File: config.mk
export PLATFORM = sky130hd
export DESIGN_NAME = fetch_pc_gen_flat
export DESIGN_NICKNAME = d
export VERILOG_FILES = /design/src/rtl/fetch_pc_gen_if.sv /design/src/rtl/fetch_pc_gen.sv /design/src/flat_wrapper.sv
export SDC_FILE = /design/constraint.sdc
export NUM_CORES = 1
export LEC_CHECK = 0
export CORE_ASPECT_RATIO = 2
export CORE_UTILIZATION = 51
export CTS_CLUSTER_DIAMETER = 50
export CTS_CLUSTER_SIZE = 24
export DETAILED_ROUTE_END_ITERATION = 10
export PLACE_DENSITY = 0.86
export SLEW_MARGIN = 25
export SYNTH_ARGS = -nofsm -noshare
export SYNTH_HDL_FRONTEND = slang
export SYNTH_SLANG_ARGS = --single-unit
File: constraint.sdc
create_clock -name clk -period 7.5 [get_ports clk]
set_input_delay 0.75 -clock clk [delete_from_list [all_inputs] [get_ports clk]]
set_output_delay 0.75 -clock clk [all_outputs]
set_load 0.02 [all_outputs]
File: src/rtl/fetch_pc_gen_if.sv
// Fetch PC generator bus: stall/redirect controls in, fetch PC and status out.
// The execute/hazard side is the master; the PC generator is the slave.
interface fetch_pc_gen_if #(
  parameter int DATA_WIDTH = 32
);
  logic                  EN;
  logic                  PCSrcE;
  logic [DATA_WIDTH-1:0] PCTargetE;
  logic [DATA_WIDTH-1:0] PCF;
  logic [DATA_WIDTH-1:0] PCPlus4F;
  logic                  ValidF;
  logic                  MisalignF;
  logic [31:0]           FetchCount;
  logic [31:0]           RedirectCount;

  modport master (
    output EN, PCSrcE, PCTargetE,
    input  PCF, PCPlus4F, ValidF, MisalignF, FetchCount, RedirectCount
  );

  modport slave (
    input  EN, PCSrcE, PCTargetE,
    output PCF, PCPlus4F, ValidF, MisalignF, FetchCount, RedirectCount
  );
endinterface

File: src/rtl/fetch_pc_gen.sv
// Fetch program-counter generator: sequential/redirect select, stall hold and
// pending-redirect buffer. Optional perf counters built when FETCH_PERF_CNT_EN is defined.
module fetch_pc_gen #(
  parameter int                    DATA_WIDTH   = 32,
  parameter logic [DATA_WIDTH-1:0] RESET_VECTOR = '0
) (
  input  logic           clk,
  input  logic           rst,
  fetch_pc_gen_if.slave  pc_if
);

  typedef enum logic [1:0] {S_BOOT, S_RUN, S_PEND} state_t;

  state_t                state_q, state_d;
  logic [DATA_WIDTH-1:0] pc_q, pc_d;
  logic [DATA_WIDTH-1:0] pc4_q, pc4_d;
  logic [DATA_WIDTH-1:0] pend_q, pend_d;
  logic                  valid_q, valid_d;
  logic                  mis_q, mis_d;
  logic                  load;
  logic [DATA_WIDTH-1:0] load_tgt;

  always_comb begin
    state_d  = state_q;
    pc_d     = pc_q;
    pend_d   = pend_q;
    valid_d  = valid_q;
    mis_d    = 1'b0;
    load     = 1'b0;
    load_tgt = '0;
    case (state_q)
      S_BOOT: begin
        state_d = S_RUN;
        valid_d = 1'b1;
      end
      S_RUN: begin
        if (pc_if.EN) begin
          if (pc_if.PCSrcE) begin
            load     = 1'b1;
            load_tgt = pc_if.PCTargetE;
          end else begin
            pc_d = pc_q + DATA_WIDTH'(4);
          end
        end else if (pc_if.PCSrcE) begin
          pend_d  = pc_if.PCTargetE;
          state_d = S_PEND;
        end
      end
      S_PEND: begin
        if (pc_if.EN) begin
          // A redirect arriving on the release cycle is younger than the buffered one.
          load     = 1'b1;
          load_tgt = pc_if.PCSrcE ? pc_if.PCTargetE : pend_q;
          pend_d   = '0;
          state_d  = S_RUN;
        end else if (pc_if.PCSrcE) begin
          pend_d = pc_if.PCTargetE;
        end
      end
      default: state_d = S_BOOT;
    endcase
    if (load) begin
      pc_d  = {load_tgt[DATA_WIDTH-1:2], 2'b00};
      mis_d = |load_tgt[1:0];
    end
    pc4_d = pc_d + DATA_WIDTH'(4);
  end

  always_ff @(posedge clk) begin
    if (rst) begin
      state_q <= S_BOOT;
      pc_q    <= RESET_VECTOR;
      pc4_q   <= RESET_VECTOR + DATA_WIDTH'(4);
      pend_q  <= '0;
      valid_q <= 1'b0;
      mis_q   <= 1'b0;
    end else begin
      state_q <= state_d;
      pc_q    <= pc_d;
      pc4_q   <= pc4_d;
      pend_q  <= pend_d;
      valid_q <= valid_d;
      mis_q   <= mis_d;
    end
  end

  assign pc_if.PCF       = pc_q;
  assign pc_if.PCPlus4F  = pc4_q;
  assign pc_if.ValidF    = valid_q;
  assign pc_if.MisalignF = mis_q;

`ifdef FETCH_PERF_CNT_EN
  logic [31:0] fcnt_q, fcnt_d;
  logic [31:0] rcnt_q, rcnt_d;
  logic        adv;

  assign adv = (state_q != S_BOOT) && pc_if.EN;

  always_comb begin
    fcnt_d = fcnt_q + {31'd0, adv && valid_q};
    rcnt_d = rcnt_q + {31'd0, load};
  end

  always_ff @(posedge clk) begin
    if (rst) begin
      fcnt_q <= '0;
      rcnt_q <= '0;
    end else begin
      fcnt_q <= fcnt_d;
      rcnt_q <= rcnt_d;
    end
  end

  assign pc_if.FetchCount    = fcnt_q;
  assign pc_if.RedirectCount = rcnt_q;
`else
  assign pc_if.FetchCount    = 32'd0;
  assign pc_if.RedirectCount = 32'd0;
`endif

endmodule

File: src/flat_wrapper.sv
// flat-port wrapper written by rule: the top's interface ports become plain ports
module fetch_pc_gen_flat 
#(
  parameter int                    DATA_WIDTH   = 32,
  parameter logic [DATA_WIDTH-1:0] RESET_VECTOR = '0
)
  (clk, rst, pc_if_EN, pc_if_PCSrcE, pc_if_PCTargetE, pc_if_PCF, pc_if_PCPlus4F, pc_if_ValidF, pc_if_MisalignF, pc_if_FetchCount, pc_if_RedirectCount);
  fetch_pc_gen_if #(.DATA_WIDTH(DATA_WIDTH)) pc_if_i ();
  input  logic clk;
  input  logic rst;
  input wire logic [$bits(pc_if_i.EN)-1:0] pc_if_EN;
  input wire logic [$bits(pc_if_i.PCSrcE)-1:0] pc_if_PCSrcE;
  input wire logic [$bits(pc_if_i.PCTargetE)-1:0] pc_if_PCTargetE;
  output wire logic [$bits(pc_if_i.PCF)-1:0] pc_if_PCF;
  output wire logic [$bits(pc_if_i.PCPlus4F)-1:0] pc_if_PCPlus4F;
  output wire logic [$bits(pc_if_i.ValidF)-1:0] pc_if_ValidF;
  output wire logic [$bits(pc_if_i.MisalignF)-1:0] pc_if_MisalignF;
  output wire logic [$bits(pc_if_i.FetchCount)-1:0] pc_if_FetchCount;
  output wire logic [$bits(pc_if_i.RedirectCount)-1:0] pc_if_RedirectCount;
  assign pc_if_i.EN = pc_if_EN;
  assign pc_if_i.PCSrcE = pc_if_PCSrcE;
  assign pc_if_i.PCTargetE = pc_if_PCTargetE;
  assign pc_if_PCF = pc_if_i.PCF;
  assign pc_if_PCPlus4F = pc_if_i.PCPlus4F;
  assign pc_if_ValidF = pc_if_i.ValidF;
  assign pc_if_MisalignF = pc_if_i.MisalignF;
  assign pc_if_FetchCount = pc_if_i.FetchCount;
  assign pc_if_RedirectCount = pc_if_i.RedirectCount;
  fetch_pc_gen #(.DATA_WIDTH(DATA_WIDTH), .RESET_VECTOR(RESET_VECTOR)) u_core (.clk(clk), .rst(rst), .pc_if(pc_if_i));
endmodule
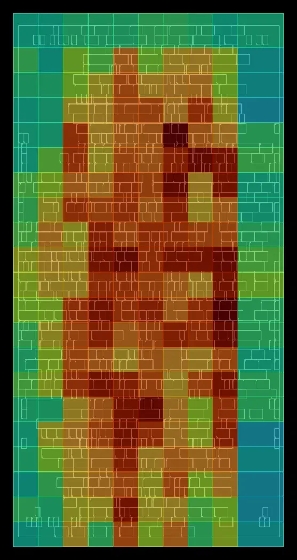
*Routing congestion map*
wire length per cell after detailed routing: 17.8 µm
met2 global-route usage: 0.483
met1 demand-to-capacity share in global routing: 0.292
busiest layer in global routing: met2
met3 capacity usage during global routing: 0.0491

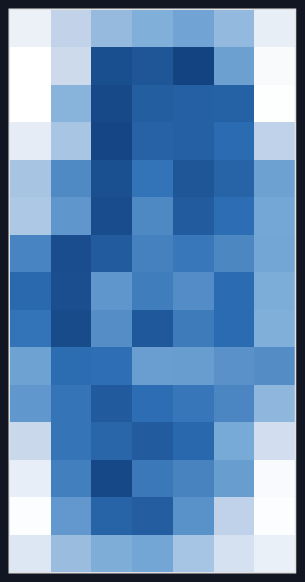
*Cell density map*
7 x 15 tiles, from white (low) to dark blue (high), 0 to 100% covered.
The mean over all tiles is 57%. The fullest tile reaches 92%. 4.8% of the tiles are nearly empty.

==> summary.txt <==
Quick summary of the implementation run below.

The flow ran to the end, and the final reports show no timing, DRC or antenna violations. The power share of the sequential group is 0.454. The logic area came out at 3010 µm². The clock transition at the registers of the reported paths came out at approximately 60 ps.

The number of flip-flops in the largest register is 32. Per the run summary, max-cap violations total 0. The internal power contribution is around 0.86 mW. The floorplan step defined a core boundary enclosing slightly above 10000 µm². Once detailed placement completed, the half-perimeter wirelength came to roughly 11 mm. The worst setup path is launched from a primary input.

The pin count of the biggest net entering global routing is between 90 and 100. The area taken by flip-flops and latches came out at 1920 µm². The worst setup path is captured at a register.

In the synthesized netlist, the dominant kind of combinational cell is simple AND/OR/NAND/NOR gates. Among all stages on the critical path, the largest delay is contributed by or4_1. Setup repair after global routing left no endpoint under its margin. The static power due to leakage came out at approximately 2.3 nW.

The cell depth of the worst flop-to-flop path came out at 10. The count of boundary I/O pins is between 150 and 200. Per the detail_route report, vias per standard cell equal ~6.0. The post-CTS repair timing setup buffer count is 0. Looking at the reg2reg group, the worst path starts from u_core.state_q[1].

The total vias in the final route came out at between 5000 and 6000. The total track usage came out at 0.284. The worst setup slack before clock tree synthesis is approximately 2300 ps.

According to the report, the first pass of detailed routing completed in 5 iterations. The setup TNS came out at 0 ps. The script computed a power per unit cell area of 187 nW/µm². The reg2reg setup slack is between 2000 and 3000 ps.

The most critical min-delay path falls under reg2reg. The synthesized flop and latch total is 96. The number of DRC markers in iteration 0 came out at between 400 and 500.

The placed instance area came out at just over 6000 µm². The total CTS buffers is 9. The insertion delay at the late pin of the worst-skew pair is 340 ps. Of the total synthesized cell area, the portion taken by full adders, half adders and majority gates is 0.0139. The worst-case setup margin in the final layout came out at roughly 2600 ps. The die boundary width is 74.7 µm. The die is ~150 µm tall. The number of input and output port buffers inserted came out at a little under 100. The share of total power dissipated in combinational logic is 0.175. The count of endpoints failing setup in the final report is 0. The main area contributors are dfxtp_1 (36%), buf_4 (9.5%), nor2_1 (6.2%). The post-route cell area is ~6400 µm². The power of the sequential group is between 0.5 and 0.6 mW.
final cells by class:
class	count	area share
Clock inverter	4	0.00701
Tap cell	135	0.0263
Timing Repair Buffer	100	0.154
Inverter	13	0.00760
Clock buffer	12	0.0368
Sequential cell	96	0.299
Multi-Input combinational cell	493	0.469
critical path: cells and delay by family:
| kind | cells | cell delay [ps] |
|---|---|---|
| and+or+nand+nor | 6 | 2960 |
| AOI/OAI and AO/OA | 1 | 400 |
| buffers and inverters | 1 | 670 |
| muxes | 1 | 380 |
routing by layer:
| metal | up-vias | GRT usage | share of wire |
|---|---|---|---|
| met5 | - | 0 | 0 |
| met4 | 0 | 0.228 | 0.083 |
| met3 | 72 | 0.0491 | 0.051 |
| met2 | 265 | 0.483 | 0.53 |
| met1 | 2425 | 0.292 | 0.34 |
| li1 | 2336 | - | - |
synth_stat cells (all sizes together) (2+ instances only):
| master | n |
|---|---|
| or3 | 9 |
| o21ai | 15 |
| nor3 | 8 |
| mux2i | 4 |
| and2 | 5 |
| nor4 | 12 |
| nand2b | 5 |
| nand4b | 3 |
| mux2 | 4 |
| nor4b | 4 |
| and4 | 4 |
| o21a | 2 |
| clkbuf | 37 |
| a2111oi | 3 |
| or4 | 10 |
| o31ai | 14 |
| buf | 74 |
| or4b | 2 |
| ha | 6 |
| and3 | 3 |
| dfxtp | 96 |
| or2 | 3 |
| inv | 13 |
| a221o | 7 |
| o31a | 8 |
| a31oi | 4 |
| a22o | 5 |
| a31o | 5 |
| nand2 | 21 |
| a21oi | 24 |
| xor2 | 11 |
| o22ai | 2 |
| xnor2 | 16 |
| nor2 | 89 |
| nand3 | 18 |
| a21o | 2 |
| nor2b | 14 |
| a211o | 2 |
| nand4 | 12 |
| and3b | 4 |
| a22oi | 39 |
| nand3b | 5 |
| nor3b | 5 |
| a221oi | 7 |
Power is estimated from default activity; no workload was simulated.
